==> config.mk <==
export PLATFORM = sky130hd
export DESIGN_NAME = wide_add_sequencer
export DESIGN_NICKNAME = d
export VERILOG_FILES = /design/src/rtl/wide_add_pkg.sv /design/src/rtl/carry_in_adder.sv /design/src/rtl/wide_add_sequencer.sv
export SDC_FILE = /design/constraint.sdc
export NUM_CORES = 1
export LEC_CHECK = 0
export ABC_AREA = 0
export CAP_MARGIN = 10
export CORE_ASPECT_RATIO = 2
export CORE_MARGIN = 2
export CORE_UTILIZATION = 50
export DETAILED_ROUTE_END_ITERATION = 12
export GPL_TIMING_DRIVEN = 0
export PLACE_DENSITY_LB_ADDON = 0.25
export RECOVER_POWER = 25
export SKIP_CTS_REPAIR_TIMING = 1
export SLEW_MARGIN = 25
export SYNTH_ARGS = -nofsm -noshare
export SYNTH_HDL_FRONTEND = slang
export SYNTH_SLANG_ARGS = --single-unit
==> constraint.sdc <==
create_clock -name clk -period 13.6 [get_ports clk]
set_input_delay 1.36 -clock clk [delete_from_list [all_inputs] [get_ports clk]]
set_output_delay 1.36 -clock clk [all_outputs]
set_load 0.01 [all_outputs]
==> src/rtl/wide_add_pkg.sv <==
// Shared types and the round-robin pick helper for the wide add sequencer.
package wide_add_pkg;

    typedef enum logic [1:0] {
        IDLE = 2'd0,
        RUN  = 2'd1,
        DONE = 2'd2
    } seq_state_t;

    // Upper bound on requesters the pick helper can scan.
    localparam int unsigned MAX_REQ = 16;

    // Returns the first valid index at or above ptr, wrapping modulo nreq.
    function automatic int unsigned rr_pick(
        input logic [MAX_REQ-1:0] valid,
        input int unsigned        ptr,
        input int unsigned        nreq
    );
        int unsigned grant;
        int unsigned idx;
        logic        found;
        grant = ptr;
        found = 1'b0;
        for (int unsigned i = 0; i < MAX_REQ; i++) begin
            idx = (ptr + i) % nreq;
            if ((i < nreq) && !found && valid[idx]) begin
                grant = idx;
                found = 1'b1;
            end else begin
                found = found;
            end
        end
        return grant;
    endfunction

endpackage

==> src/rtl/carry_in_adder.sv <==
// N-bit ripple slice with carry in; each bit is a full adder made of two half adders.
module carry_in_adder #(
    parameter int unsigned N = 8
) (
    input  logic [N-1:0] a,
    input  logic [N-1:0] b,
    input  logic         c_in,
    output logic [N-1:0] s,
    output logic         c_out
);

    logic [N:0] c_s;

    assign c_s[0] = c_in;

    for (genvar i = 0; i < N; i++) begin : g_fa
        logic p_s;
        logic g_s;
        logic t_s;
        assign p_s      = a[i] ^ b[i];
        assign g_s      = a[i] & b[i];
        assign s[i]     = p_s ^ c_s[i];
        assign t_s      = p_s & c_s[i];
        assign c_s[i+1] = g_s | t_s;
    end

    assign c_out = c_s[N];

endmodule

==> src/rtl/wide_add_sequencer.sv <==
// Time-multiplexes one N-bit adder slice across WORDS cycles to add W-bit operands,
// arbitrating round-robin between NREQ requesters.
module wide_add_sequencer
    import wide_add_pkg::*;
#(
    parameter  int unsigned N     = 8,
    parameter  int unsigned WORDS = 4,
    parameter  int unsigned NREQ  = 2,
    localparam int unsigned W     = N * WORDS,
    localparam int unsigned ID_W  = (NREQ > 1) ? $clog2(NREQ) : 1
) (
    input  logic              clk,
    input  logic              rst,
    input  logic [NREQ-1:0]   req_valid,
    output logic [NREQ-1:0]   req_ready,
    input  logic [NREQ*W-1:0] req_a,
    input  logic [NREQ*W-1:0] req_b,
    output logic              resp_valid,
    input  logic              resp_ready,
    output logic [W:0]        resp_sum,
    output logic [ID_W-1:0]   resp_id,
    output logic              busy
);

    localparam int unsigned K_W = (WORDS > 1) ? $clog2(WORDS) : 1;

    seq_state_t       state_q, state_d;
    logic [ID_W-1:0]  rr_ptr_q, rr_ptr_d;
    logic [ID_W-1:0]  id_q, id_d;
    logic [W-1:0]     a_q, a_d;
    logic [W-1:0]     b_q, b_d;
    logic [W:0]       sum_q, sum_d;
    logic [K_W-1:0]   k_q, k_d;
    logic             carry_q, carry_d;
    logic             resp_valid_q, resp_valid_d;
    logic             busy_q, busy_d;

    logic [MAX_REQ-1:0] valid_ext_s;
    logic [ID_W-1:0]    grant_s;
    logic               any_valid_s;
    logic [NREQ-1:0]    req_ready_s;
    logic [N-1:0]       slice_a_s;
    logic [N-1:0]       slice_b_s;
    logic [N-1:0]       slice_s_s;
    logic               slice_cout_s;

    assign valid_ext_s = MAX_REQ'(req_valid);
    assign any_valid_s = |req_valid;
    assign grant_s     = ID_W'(rr_pick(valid_ext_s, 32'(rr_ptr_q), NREQ));

    // Select the active word of each latched operand for the shared slice.
    always_comb begin
        slice_a_s = a_q[k_q*N +: N];
        slice_b_s = b_q[k_q*N +: N];
    end

    carry_in_adder #(.N(N)) u_slice (
        .a     (slice_a_s),
        .b     (slice_b_s),
        .c_in  (carry_q),
        .s     (slice_s_s),
        .c_out (slice_cout_s)
    );

    // Grant is combinational so a waiting requester is accepted in the same cycle.
    always_comb begin
        req_ready_s = '0;
        if (!rst && (state_q == IDLE) && any_valid_s) begin
            req_ready_s[grant_s] = 1'b1;
        end else begin
            req_ready_s = '0;
        end
    end

    // Next-state and datapath update for the accept / run / done sequence.
    always_comb begin
        state_d      = state_q;
        rr_ptr_d     = rr_ptr_q;
        id_d         = id_q;
        a_d          = a_q;
        b_d          = b_q;
        sum_d        = sum_q;
        k_d          = k_q;
        carry_d      = carry_q;
        resp_valid_d = resp_valid_q;
        busy_d       = busy_q;
        case (state_q)
            IDLE: begin
                if (any_valid_s) begin
                    a_d      = req_a[grant_s*W +: W];
                    b_d      = req_b[grant_s*W +: W];
                    id_d     = grant_s;
                    carry_d  = 1'b0;
                    k_d      = '0;
                    rr_ptr_d = ID_W'((32'(grant_s) + 32'd1) % NREQ);
                    busy_d   = 1'b1;
                    state_d  = RUN;
                end else begin
                    state_d = IDLE;
                end
            end
            RUN: begin
                sum_d[k_q*N +: N] = slice_s_s;
                carry_d           = slice_cout_s;
                if (32'(k_q) == WORDS - 32'd1) begin
                    sum_d[W]     = slice_cout_s;
                    k_d          = '0;
                    resp_valid_d = 1'b1;
                    state_d      = DONE;
                end else begin
                    k_d = k_q + K_W'(1);
                end
            end
            DONE: begin
                if (resp_ready) begin
                    resp_valid_d = 1'b0;
                    busy_d       = 1'b0;
                    state_d      = IDLE;
                end else begin
                    state_d = DONE;
                end
            end
            default: begin
                resp_valid_d = 1'b0;
                busy_d       = 1'b0;
                state_d      = IDLE;
            end
        endcase
    end

    // State and datapath registers; reset drops any in-flight transaction.
    always_ff @(posedge clk or posedge rst) begin
        if (rst) begin
            state_q      <= IDLE;
            rr_ptr_q     <= '0;
            id_q         <= '0;
            a_q          <= '0;
            b_q          <= '0;
            sum_q        <= '0;
            k_q          <= '0;
            carry_q      <= 1'b0;
            resp_valid_q <= 1'b0;
            busy_q       <= 1'b0;
        end else begin
            state_q      <= state_d;
            rr_ptr_q     <= rr_ptr_d;
            id_q         <= id_d;
            a_q          <= a_d;
            b_q          <= b_d;
            sum_q        <= sum_d;
            k_q          <= k_d;
            carry_q      <= carry_d;
            resp_valid_q <= resp_valid_d;
            busy_q       <= busy_d;
        end
    end

    assign req_ready  = req_ready_s;
    assign resp_valid = resp_valid_q;
    assign resp_sum   = sum_q;
    assign resp_id    = id_q;
    assign busy       = busy_q;

endmodule

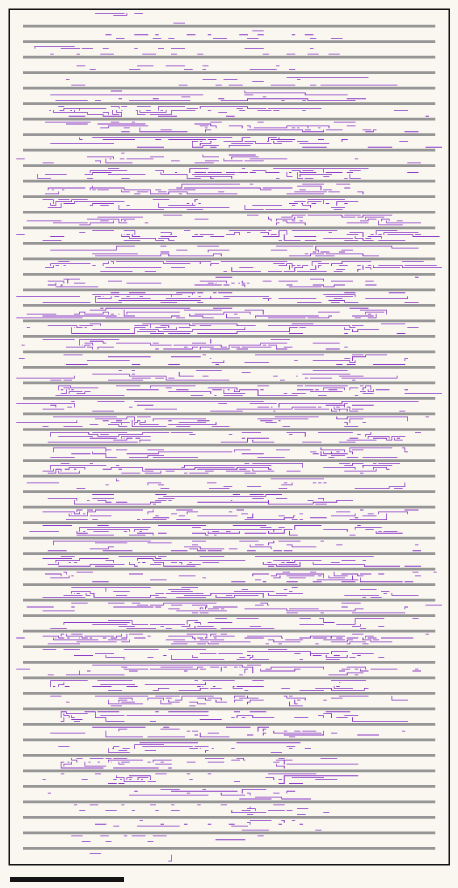
*Signal wires on met1, run 1*
Scale bar: 20 um. Supply wires on this layer in grey.
- share of all routed wire: 33%
- wire length on this layer: 5140 um

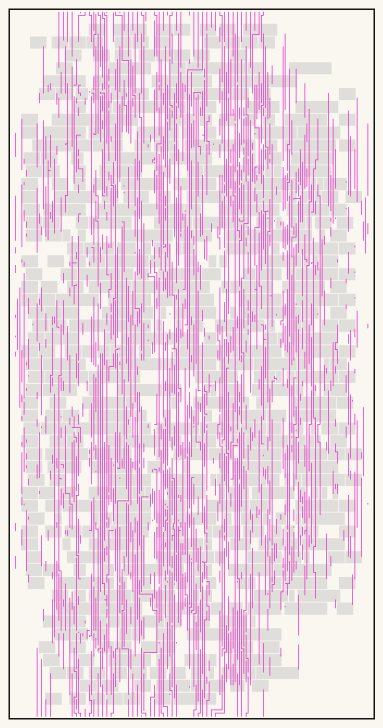
*Met2 routing, run 1*
- nets with wire on the layer: 680
- longest straight run: 66.3 um
- wire length on this layer: 8620 um

==> run_results.csv, run 1 <==
group,metric,value,unit
outcome,status,"complete, but fails checks",
outcome,violations,"max-capacitance violations, max-slew violations",
logic_synthesis,net_count_synth,576,
sta,max_slew_vio_count,109,
pwr,total_switching_power,0.0006807,W
logic_synthesis,synth_chip_area,5306,um2
placed_design,placement.cell_area,7212,um2
worst_setup_path,endpoint,"b_q[16]",
global_routing,first_pass_grt_wire_length,24290,um
clock_network,tritoncts_buffer_count,9,
worst_setup_path,crit_path_class,"primary input to asynchronous set/reset pin",
flow_run,cap_violations,2,
worst_setup_path,cp.required,13370,ps
finish,final.signal_inverter_count,20,
finish,most_common_logic_cell_in_the_routed_design,"clkdlybuf4s50_1",
finish,layout.buffer.nonclock.area_share,0.2571,
logic_synthesis,syn_area_per_cell,12.40,um2
detailed_routing,ant_nets,0,
floorplan,placement_rows,53,
global_routing,grt.total_usage,0.2799,
placed_design,gp_congestion,0.9115,
floorplan,chipArea,11500,um2
finish,design_area,7493,um2
sta,slew_hr,-1.103,
min_path,timing.hold.worst.class,"flip-flop to flip-flop",
detailed_routing,initialDrtViolationCount,208,
detailed_routing,post-route-drc-count,0,
sta,fmaxAchievable,0.1753,GHz
finish,layout.clock_buffers,12,
pwr,p_per_area,232.4,nW/um2
finish,final-comb-area,2357,um2
detailed_routing,vias_per_cell,5.934,
clock_network,clk_path_buf_depth,2,
logic_synthesis,mappedNetlistArea,5306,um2
logic_synthesis,yosys-stat-cells,428,
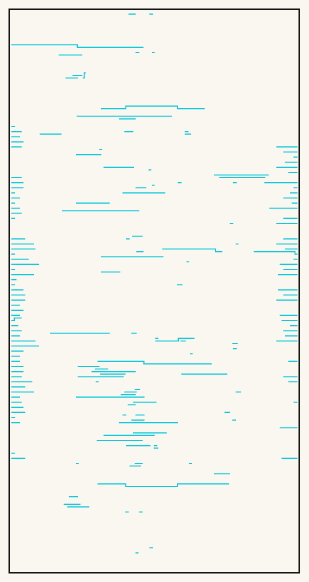
*The metal 3 layer, run 1*
- main direction: horizontal
- share of all routed wire: 5.3%
- wire length on this layer: 816 um
- nets with wire on the layer: 142
via count: 4468
final wirelength: 15380 um

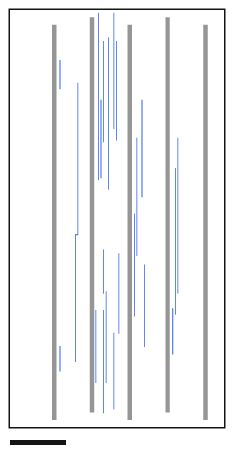
*The metal 4 layer, run 1*
Scale bar: 20 um. Supply wires on this layer in grey.
- longest straight run: 59.8 um
- wire length on this layer: 809 um
- main direction: vertical

-- run 1: per-stage QoR --
stage	hold WS [ps]	total power (W)	setup slack [ps]
2_1_floorplan	477.0	0.001154	8854
3_3_place_gp	464.9	0.001435	8055
3_5_place_dp	466.3	0.001475	8233
4_1_cts	482.0	0.001748	8216
5_1_grt	518.5	0.001850	7101
6_report	476.8	0.001742	7896
-- run 1: cells in the mapped netlist, types with 2 or more instances --
cell type	count
a22o_1	2
buf_6	7
o21a_1	66
nand2b_1	3
nor2_1	4
clkbuf_1	9
inv_1	20
nand2_1	36
buf_2	18
nand3_1	2
nand3b_4	4
o21ai_2	8
dfrtp_1	106
o21ai_1	23
fa_1	8
mux4_2	16
o22ai_1	2
nor2_2	2
o21ai_0	2
ha_1	7
or3_1	3
and3_1	2
a221o_1	64
buf_4	2
-- run 1: layer usage --
layer  up-vias  wire, um  track usage
met5         -         0            0
met4         0       808       0.1645
met3        52       815      0.05127
met2       212      8621       0.5197
met1      2207      5135       0.2884
li1       1997         -            -
-- run 1: cells by family after synthesis --
kind of cell               synth area share
AOI/OAI and AO/OA                    0.2648
DFF                                  0.4999
and+or+nand+nor                     0.06485
buffers and inverters               0.05588
muxes                               0.06791
adders and majority gates           0.04669
-- run 1: registers in the layout (all words and copies together), names as in the netlist --
register and flops:
resp_sum 33, a_q 32, b_q 32, k_q 2, state_q 2, busy 1
carry_q 1, resp_id 1, resp_valid 1, rr_ptr_q 1
-- run 1: worst max-delay path, stage by stage --
cell	delay, ps
dlygate4sd3_1	570
clkinvlp_2	1170
clkbuf_1	2310
### Congestion heat map, run 1

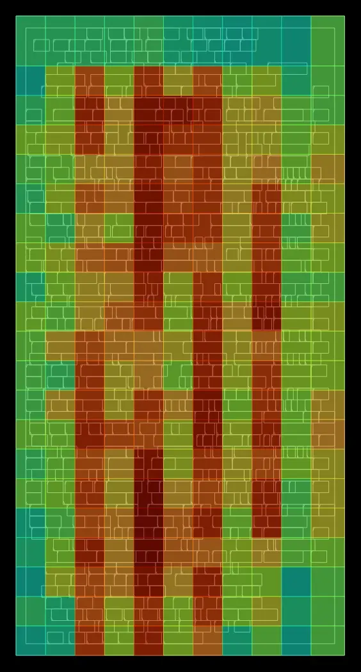

==> run 1 -> run 2 <==
CORE_UTILIZATION = 47   (was 50)
clock period = 5.3 ns   (was 13.6 ns; I/O delays follow)
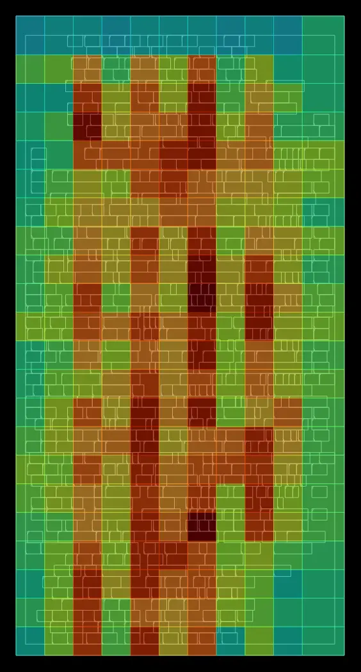
*Congestion heat map, run 2*
M3 GR Usage: 0.04142
met2 global-route usage: 0.4637
global-route usage over all layers: 0.2574
met1 routing resource usage after global routing: 0.2657

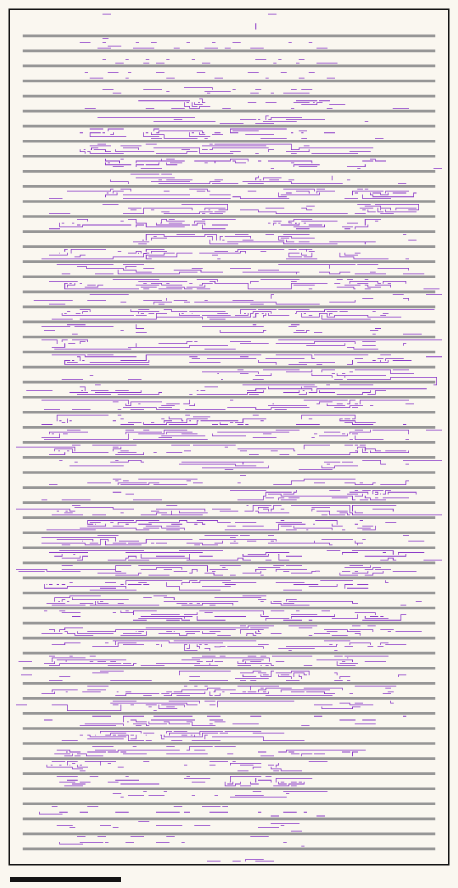
*Signal wires on met1, run 2*
Scale bar: 20 um. Supply wires on this layer in grey.
- main direction: horizontal
- wire length on this layer: 5270 um
- nets with wire on the layer: 655
- share of all routed wire: 34%

==> run 2 against run 1 <==
  * The flow still finishes with violations (max-capacitance violations, max-slew violations)
  * Die size grew 6.1%
  * Synthesized cell count is the same
  * Cell area is essentially flat
  * Clock power grew 150%
  * Area after synthesis is the same
  * Sequential share of layout area is essentially flat
  * Worst setup slack lost 7600 ps
  * Combinational power grew to 2.6 times the previous value
  * Global-route usage shrank 2.2 points
  * Worst hold slack gained 5.4 ps
  * Register-to-register slack lost 7900 ps
  * Non-clock buffer count is the same
  * Critical endpoint is now resp_sum[31]
==> run_results.csv, run 2 <==
group,metric,value,unit
logic_synthesis,synth-xor-area-share,0,
floorplan,chipArea,12210,um2
placed_design,gp_congestion,0.8913,
flow_run,cap_violations,1,
placed_design,dp_worst_setup_slack,-94.53,ps
pwr,total_switching_power,0.001746,W
finish,design_area,7490,um2
clock_network,clk_path_buf_depth,2,
detailed_routing,vias_per_cell,5.881,
outcome,violations,"max-capacitance violations, max-slew violations",
worst_setup_path,cp.required,5540,ps
logic_synthesis,synth_chip_area,5306,um2
finish,most_common_logic_cell_in_the_routed_design,"clkdlybuf4s50_1",
pwr,p_per_area,593.5,nW/um2
logic_synthesis,mappedNetlistArea,5306,um2
logic_synthesis,area_share_of_and_or_nand_nor_cells_after_synthesis,0.06484,
detailed_routing,initialDrtViolationCount,239,
worst_setup_path,critical_path.most_common_cell,"fa_1",
logic_synthesis,synthTopLogicFamily,"AND-OR/OR-AND gates",
logic_synthesis,synth_area_in_compound_gates,0.2648,
logic_synthesis,syn_area_per_cell,12.40,um2
sta,worst_hold_slack,482.2,ps
global_routing,top_usage_layer,"met2",
worst_setup_path,timing.critical_path.slowest_stage_cell,"dfrtp_1",
worst_setup_path,max_stage_delay,470,ps
logic_synthesis,top_cells_by_count_synth,"106 x dfrtp_1, 66 x o21a_1, 64 x a221o_1",
global_routing,first_pass_grt_wire_length,23960,um
placed_design,placement.cell_area,7216,um2
sta,fin_worst_setup_slack,314.1,ps
logic_synthesis,net_count_synth,576,
floorplan,placement_rows,54,
detailed_routing,final_wirelength,15450,um
logic_synthesis,synth_top_cell_by_count,"dfrtp_1",
detailed_routing,post-route-drc-count,0,
detailed_routing,ant_nets,0,
pwr,internal_power_summed_over_all_cells,0.002700,W
finish,n_antenna_cell,0,
sta,slew_hr,-0.2025,
clock_network,tritoncts_buffer_count,9,
finish,number_of_flip_flops_under_the_largest_register_name,33,
logic_synthesis,mux_area_frac,0.06791,
finish,drive_above_1_share,0.1236,
outcome,status,"complete, but fails checks",
detailed_routing,vias,4440,
sta,max_slew_vio_count,75,
logic_synthesis,yosys-stat-cells,428,
clock_network,clk_root_buffer_cell,"clkbuf_16",
## run 2: cell count changes in the layout (fill, tap and decap cells not counted)
cell / before / now
buf_2: 18 / 16
clkbuf_1: 11 / 9
clkbuf_4: 0 / 2
clkbuf_8: 2 / 0
clkinv_2: 1 / 3
clkinv_4: 0 / 2
clkbuf_2: 0 / 1
clkdlybuf4s50_1: 168 / 169
clkinvlp_4: 2 / 1
diode_2: 1 / 0
dlygate4sd3_1: 2 / 1
## run 2: power groups by stage
stage               Clock [W]  Sequential (W)  Combinational (W)
CTS                  0.000670         0.00135            0.00244
global placement            0         0.00134            0.00236
floorplan                   0         0.00133            0.00163
global route         0.000707         0.00139            0.00263
detailed placement          0         0.00136            0.00244
finish               0.000669         0.00135            0.00243
## run 2: path summary, 6_finish.rpt
check	startpoint	slack [ps]	depth (start not counted)	endpoint
worst max-delay path	k_q[0]	310	15	resp_sum[31]
worst min-delay path	resp_sum[16]	480	2	resp_sum[16]
worst max register to register	k_q[0]	310	15	resp_sum[31]
worst min register to register	resp_sum[16]	480	2	resp_sum[16]
max in group asynchronous	rst	1940	3	b_q[0]
min in group asynchronous	rst	1010	2	a_q[9]
## run 2: area by class of cell
class,count,area [um2]
fillers,876,3456
flip-flops and latches,106,2653
multi-input cells,265,2357
repair buffers,171,1707
plain buffers,37,226.5
clock buffers,9,225.2
well taps,140,175.2
inverters,20,76.32
clock inverters,7,70.07
## run 2: layer usage
layer  routed length, um  vias to the layer above  share of wire
li1                    -                     1989              -
met1                5270                     2188           0.34
met2                8529                      206           0.55
met3                 675                       57          0.044
met4                 973                        0          0.063
met5                   0                        -              0
## run 2: critical path, delay by kind of cell (launching register included)
kind            cells  cell delay (ps)
compound gates      1              110
fa+ha+maj           8             3160
buf+inv             5              730
flops               1              470
mux                 1              380
Power is estimated from default activity; no workload was simulated.
